<file path="src/rtl/snn_seq_pkg.sv">
// Shared opcodes, FSM state encoding and opcode decode for the SNN host sequencer.
package snn_seq_pkg;

    localparam logic [1:0] OP_LOAD_W = 2'b00;
    localparam logic [1:0] OP_LOAD_I = 2'b01;
    localparam logic [1:0] OP_RUN    = 2'b10;
    localparam logic [1:0] OP_READ   = 2'b11;

    typedef enum logic [2:0] {
        S_IDLE    = 3'd0,
        S_LOAD_W  = 3'd1,
        S_LOAD_I  = 3'd2,
        S_RUN_LEN = 3'd3,
        S_RUN     = 3'd4,
        S_READ    = 3'd5
    } state_t;

    // Map a command opcode to the state that services it.
    function automatic state_t op_to_state(input logic [1:0] op);
        case (op)
            OP_LOAD_W: return S_LOAD_W;
            OP_LOAD_I: return S_LOAD_I;
            OP_RUN:    return S_RUN_LEN;
            default:   return S_READ;
        endcase
    endfunction

endpackage

</file>
<file path="src/rtl/snn_spike_counter.sv">
// Per-output saturating spike counter; clear has priority over increment.
module snn_spike_counter #(
    parameter int COUNT_BITS = 8
) (
    input  logic                  i_clk,
    input  logic                  i_reset,
    input  logic                  i_clr,
    input  logic                  i_inc_en,
    input  logic                  i_spike,
    output logic [COUNT_BITS-1:0] o_count
);

    logic [COUNT_BITS-1:0] r_count;

    // Count spikes on execute cycles, sticking at all-ones.
    always_ff @(posedge i_clk) begin
        if (i_reset || i_clr)
            r_count <= '0;
        else if (i_inc_en && i_spike && (r_count != '1))
            r_count <= r_count + COUNT_BITS'(1);
    end

    assign o_count = r_count;

endmodule

</file>
<file path="src/rtl/snn_host_sequencer.sv">
// Host-side sequencer for the LIF spiking core: parses a byte command stream,
// streams weight/input bytes into the core load path, runs N ticks while
// counting output spikes, and streams the counts back.
// Optional feature macro: SNN_SEQ_AUTO_READ_EN (a completed RUN with N>0
// streams the counts without a READ command).
module snn_host_sequencer
    import snn_seq_pkg::*;
#(
    parameter int INPUTS     = 16,
    parameter int WEIGHTS    = 640,
    parameter int OUTPUTS    = 8,
    parameter int COUNT_BITS = 8
) (
    input  logic               i_clk,
    input  logic               i_reset,
    input  logic [7:0]         i_in_data,
    input  logic               i_in_valid,
    output logic               o_in_ready,
    output logic [7:0]         o_out_data,
    output logic               o_out_valid,
    input  logic               i_out_ready,
    output logic [7:0]         o_core_data,
    output logic               o_core_load,
    output logic               o_core_input_weights,
    output logic               o_core_execute,
    input  logic [OUTPUTS-1:0] i_core_spikes,
    output logic               o_busy
);

    localparam int W_BYTES = WEIGHTS / 8;
    localparam int I_BYTES = INPUTS / 8;
    localparam int BC_W    = $clog2(W_BYTES + 1);
    localparam int RD_W    = (OUTPUTS > 1) ? $clog2(OUTPUTS) : 1;

    state_t                              r_state, w_next;
    logic [BC_W-1:0]                     r_bcnt;
    logic [7:0]                          r_run_len, r_run_cnt;
    logic [RD_W-1:0]                     r_rd_idx;
    logic                                r_core_load, r_core_wsel;
    logic [7:0]                          r_core_data;
    logic [OUTPUTS-1:0][COUNT_BITS-1:0]  w_counts;
    logic [COUNT_BITS+7:0]               w_ext;
    logic [BC_W-1:0]                     w_load_len;
    logic                                w_in_acc, w_out_acc, w_is_load;
    logic                                w_load_last, w_run_last, w_rd_last, w_clr;

    assign w_in_acc    = i_in_valid && o_in_ready;
    assign w_out_acc   = o_out_valid && i_out_ready;
    assign w_is_load   = (r_state == S_LOAD_W) || (r_state == S_LOAD_I);
    assign w_load_len  = (r_state == S_LOAD_W) ? BC_W'(W_BYTES) : BC_W'(I_BYTES);
    assign w_load_last = (r_bcnt == w_load_len - BC_W'(1));
    assign w_run_last  = (r_run_cnt == r_run_len - 8'd1);
    assign w_rd_last   = (r_rd_idx == RD_W'(OUTPUTS - 1));
    assign w_clr       = (r_state == S_RUN_LEN) && w_in_acc;

    // State register.
    always_ff @(posedge i_clk) begin
        if (i_reset)
            r_state <= S_IDLE;
        else
            r_state <= w_next;
    end

    // Next-state decode.
    always_comb begin
        w_next = r_state;
        case (r_state)
            S_IDLE:    if (w_in_acc) w_next = op_to_state(i_in_data[7:6]);
            S_LOAD_W,
            S_LOAD_I:  if (w_in_acc && w_load_last) w_next = S_IDLE;
            S_RUN_LEN: if (w_in_acc) w_next = (i_in_data == 8'd0) ? S_IDLE : S_RUN;
`ifdef SNN_SEQ_AUTO_READ_EN
            S_RUN:     if (w_run_last) w_next = S_READ;
`else
            S_RUN:     if (w_run_last) w_next = S_IDLE;
`endif
            S_READ:    if (w_out_acc && w_rd_last) w_next = S_IDLE;
            default:   w_next = S_IDLE;
        endcase
    end

    // State-decoded outputs; count bytes are zero-extended or truncated to 8 bits.
    always_comb begin
        w_ext          = {8'd0, w_counts[r_rd_idx]};
        o_in_ready     = (r_state == S_IDLE) || w_is_load || (r_state == S_RUN_LEN);
        o_core_execute = (r_state == S_RUN);
        o_out_valid    = (r_state == S_READ);
        o_out_data     = (r_state == S_READ) ? w_ext[7:0] : 8'd0;
        o_busy         = (r_state != S_IDLE);
    end

    // Load strobe: each accepted payload byte is presented to the core for one cycle.
    always_ff @(posedge i_clk) begin
        if (i_reset) begin
            r_core_load <= 1'b0;
            r_core_data <= 8'd0;
            r_core_wsel <= 1'b0;
            r_bcnt      <= '0;
        end else begin
            r_core_load <= 1'b0;
            if (w_is_load && w_in_acc) begin
                r_core_load <= 1'b1;
                r_core_data <= i_in_data;
                r_core_wsel <= (r_state == S_LOAD_W);
                r_bcnt      <= w_load_last ? '0 : r_bcnt + BC_W'(1);
            end
        end
    end

    // Run length / tick counter and readout index.
    always_ff @(posedge i_clk) begin
        if (i_reset) begin
            r_run_len <= 8'd0;
            r_run_cnt <= 8'd0;
            r_rd_idx  <= '0;
        end else begin
            if (w_clr) begin
                r_run_len <= i_in_data;
                r_run_cnt <= 8'd0;
            end else if (r_state == S_RUN) begin
                r_run_cnt <= r_run_cnt + 8'd1;
            end
            if (w_out_acc)
                r_rd_idx <= w_rd_last ? '0 : r_rd_idx + RD_W'(1);
        end
    end

    assign o_core_load          = r_core_load;
    assign o_core_data          = r_core_data;
    assign o_core_input_weights = r_core_wsel;

    for (genvar k = 0; k < OUTPUTS; k++) begin : g_cnt
        snn_spike_counter #(.COUNT_BITS(COUNT_BITS)) u_cnt (
            .i_clk   (i_clk),
            .i_reset (i_reset),
            .i_clr   (w_clr),
            .i_inc_en(o_core_execute),
            .i_spike (i_core_spikes[k]),
            .o_count (w_counts[k])
        );
    end

endmodule

</file>
<file path="config.mk">
export PLATFORM = sky130hd
export DESIGN_NAME = snn_host_sequencer
export DESIGN_NICKNAME = d
export VERILOG_FILES = /design/src/rtl/snn_seq_pkg.sv /design/src/rtl/snn_spike_counter.sv /design/src/rtl/snn_host_sequencer.sv
export SDC_FILE = /design/constraint.sdc
export NUM_CORES = 1
export LEC_CHECK = 0
export CELL_PAD_IN_SITES_DETAIL_PLACEMENT = 0
export CELL_PAD_IN_SITES_GLOBAL_PLACEMENT = 1
export CORE_MARGIN = 4
export CORE_UTILIZATION = 45
export DETAILED_ROUTE_END_ITERATION = 8
export PLACE_DENSITY = 0.76
export REMOVE_ABC_BUFFERS = 1
export SYNTH_ARGS = -nofsm -noshare
export SYNTH_HDL_FRONTEND = slang
export SYNTH_SLANG_ARGS = --single-unit
</file>
<file path="constraint.sdc">
create_clock -name i_clk -period 4.95 [get_ports i_clk]
set_input_delay 0.99 -clock i_clk [delete_from_list [all_inputs] [get_ports i_clk]]
set_output_delay 0.99 -clock i_clk [all_outputs]
set_load 0.01 [all_outputs]
</file>
### I/O nets highlighted

(3 px per um)
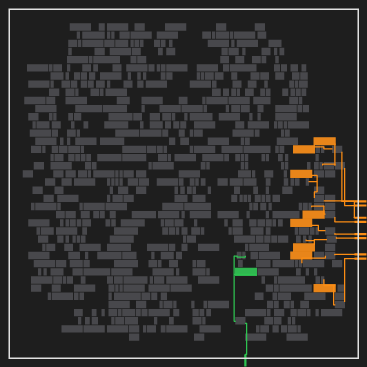
legend:
  orange:
    port: o_core_data
    bits: 8
    direction: output
    edge: east
    end_cells: 8
    buffers: 8
    wire: 181 um
  green:
    port: o_core_input_weights
    bits: 1
    direction: output
    edge: south
    end_cells: 1
    buffers: 1
    wire: 45.9 um
buffers added on ports: 41
I/O Pins: 42

### Close-up of the layout

Window x 77 to 97, y 77 to 97 um. Cells in grey, sequential cells in the stronger grey; small squares are vias.
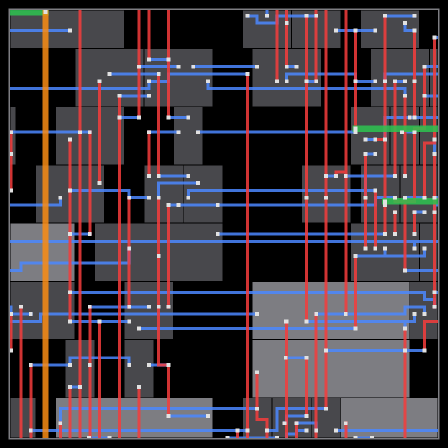
legend:
  green:
    layer: M3
  orange:
    layer: M4
  red:
    layer: M2
  blue:
    layer: M1
most frequent: nand2_1 (6), dfxtp_1 (4)
sequential cells in the window: 4
netlist names of flops here include: r_run_len (4)
cells with their middle in the window: 33

==> GITHUB_STEP_SUMMARY <==
### Metrics collected by this job

| Metric | Value |
|---|---|
| Layout area overhead | `15.4%` |
| Avg Inst Size Synth | `9.02 sq um` |
| WHS | `456 ps` |
| Top class by area | `multi-input combinational cells` |
| Ys cells | `580` |
| Comb. pwr | `439 uW` |
| Placement Setup Slack | `1560 ps` |
| Adder share | `3.83%` |
| Initial Utilization | `45.8%` |
| Vias in the first global route | `3945` |
| Main area contributors | `dfxtp_1 39%, xor2_1 8.2%, mux4_2 6.9%, nor2_1 6.4%, nand2_1 5.0%` |
| Critical path origin | `r_rd_idx[1]` |
| Root Driver | `clkbuf_16` |
| Post-CTS Setup Repair Bufs | `0` |
| Worst Setup End Kind | `output pin` |
| Relative slew slack | `32.0%` |
| Worst reg2reg setup slack | `2640 ps` |
| Placed inst area | `5740 sq um` |
| Max-area cell share | `39.4%` |
| Total core area | `11400 sq um` |
| FFs w/ async S/R, synth | `0%` |
| Power Dens Cells | `350 nW/um^2` |
| Logic share of the area | `50.1%` |
| Crit path max-delay family | `flip-flops` |
| Layout Cells excl Fill | `758` |
| Clk cell area share | `4.93%` |
| FF-to-FF End | `r_state[2]` |
| Antenna violations before repair | `0` |
| Tap Count | `143` |
| Clock network power | `724 uW` |
| P_seq | `951 uW` |
| Synthesized registers | `103` |
| Final setup TNS | `0 ps` |
| Tot GR Track Use | `18.5%` |
| XOR-XNOR Cells, Area Fraction | `11.7%` |
| Tmin final | `3690 ps` |
| Combinational Power Share | `20.8%` |
| Nets | `647` |
| Achievable Freq | `271 MHz` |
| Final worst path period share | `74.5%` |
| CTS tree | `built` |
| Hold-fix buffers, CTS | `0` |
| Slack of the critical path | `1260 ps` |
| Post-synth seq share | `39.4%` |
| Leakage | `2.18 nW` |
| Setup crit start kind | `register` |
| Unrepaired setup endpoints after global routing | `false` |
| Fraction of layout cells with a size suffix above 1 | `8.29%` |
| Yosys stat chip area | `5230 sq um` |
| Worst Skew | `6.84 ps` |
| Global route overflow | `0` |
| Dominant power group | `registers` |
| Num rows | `39` |
| Clock buffers | `11` |
| CTS H-tree lvls | `3` |
| Hold path depth | `2` |
| Actual slew at the worst max-slew pin | `1020 ps` |
| Leading area contributor after synthesis | `dfxtp_1` |
| Logic area | `3020 sq um` |
| Max-cap violation count | `0` |
| Crit path DAT | `2700 ps` |
| Clock share of power | `34.2%` |
| Largest net degree at the start of global routing | `47` |
| Mux frac, synth | `10.7%` |
| Top FF cell, synth | `dfxtp_1` |
| CP Depth | `4` |
| Seq/total area | `34.2%` |
| Worst-path fanout max | `18` |
| Drt total wl | `11600 um` |
| Yosys cell types | `50` |
| Vias | `4167` |
| Antenna diodes | `0` |
| Clock buffer count from CTS | `9` |
| First-pass GRT wire length | `19500 um` |
| Worst VDD drop | `0.000348 V` |
| Vias per inst | `5.50` |
| Clk pin slew, worst setup/hold paths | `60 ps` |
| RD Place Congestion | `0.807` |
| Fillers | `1068` |
| Plain + repair buffers | `45` |
| Worst stage delay on the critical path | `990 ps` |
| Crit-path cells | `mux4_2, mux2i_1, nor2_1, clkdlybuf4s50_1` |
| Dpl cells | `743` |
| Synthesized instance count | `580` |
| Syn. warnings | `0` |
| Die Span Y | `116 um` |
| Worst EP required | `3960 ps` |
| Critical path's slowest cell | `dfxtp_1` |
| Simple-Gate Area Share | `23.0%` |
| Tightest Hold Check Type | `reg -> reg` |
| Switching Power | `614 uW` |
| Seq pwr share | `45.0%` |
| Total Power | `2.11 mW` |
| Syn Std Cell Area | `5230 sq um` |
| Non-clk buf share | `7.30%` |
| Num Clock Sinks | `103` |
| DR WL/cell | `15.3 um` |
| Signal inverters | `9` |
| Dpl hpwl | `8440 um` |
| Final hold vios | `0` |
| EDFF count, synth | `0` |
| Cell with the most instances after synthesis | `dfxtp_1` |
| Flop count | `103` |
| RR Startpoint | `r_run_len[0]` |
| First drt pass iteration count | `4` |
| Pint | `1.50 mW` |
| CP Buf/Inv Count | `1` |
| Hold Crit Endpoint | `o_core_data[4]` |
| Die area | `13400 sq um` |
| Register area | `2060 sq um` |
| Setup crit end | `o_out_data[6]` |
| Routed Antenna Nets | `0` |
| Number of multi-input logic gates | `443` |
| Switching Fraction | `29.1%` |
| OpenROAD warnings | `27` |
| Initial DRC Count | `303` |
| Worst Path Class, Setup | `reg -> out` |
| DRC viols | `0` |
| Hold Crit Start | `o_core_data[4]` |
| Status | `completed` |
| Worst skew pair latency | `350 ps` |
| Slew Limit Fails | `0` |
| Core Util, Final | `52.9%` |
| Final setup viols | `0` |
| Resize count post-CTS | `0` |
| Die Wd | `116 um` |
| Post-synth top cells | `103 x dfxtp_1, 89 x nor2_1, 70 x nand2_1` |
| Yosys aoi share | `8.51%` |
| R2r worst-path depth | `8` |
routing by layer:
layer	wire (um)	global-route usage, %
met3	639	5.27
met5	0	0
met4	138	5.88
met1	5570	24.7
met2	5230	29.2
state kept, by name (all words and copies together), names as in the netlist:
register              flops
o_core_load               1
g_cnt.u_cnt.o_count      64
r_bcnt                    7
r_run_len                 8
r_state                   3
o_core_input_weights      1
r_run_cnt                 8
o_core_data               8
r_rd_idx                  3
cell usage in the layout, fill, tap and decap left out, drive strengths merged, types with 3 or more instances in the layout:
master and count:
dfxtp 103, nor2 89, nand2 72, xor2 49
clkdlybuf4s50 41, a21oi 37, nand4 31, mux2i 20
xnor2 20, mux4 16, nand3 16, ha 16
and3 15, o21ai 11, clkbuf 11, or3 9
inv 9, nor3 7, a31oi 5, buf 4
nand2b 4, nor2b 3, o211a 3, clkinv 3
Power and IR drop assume default switching activity.
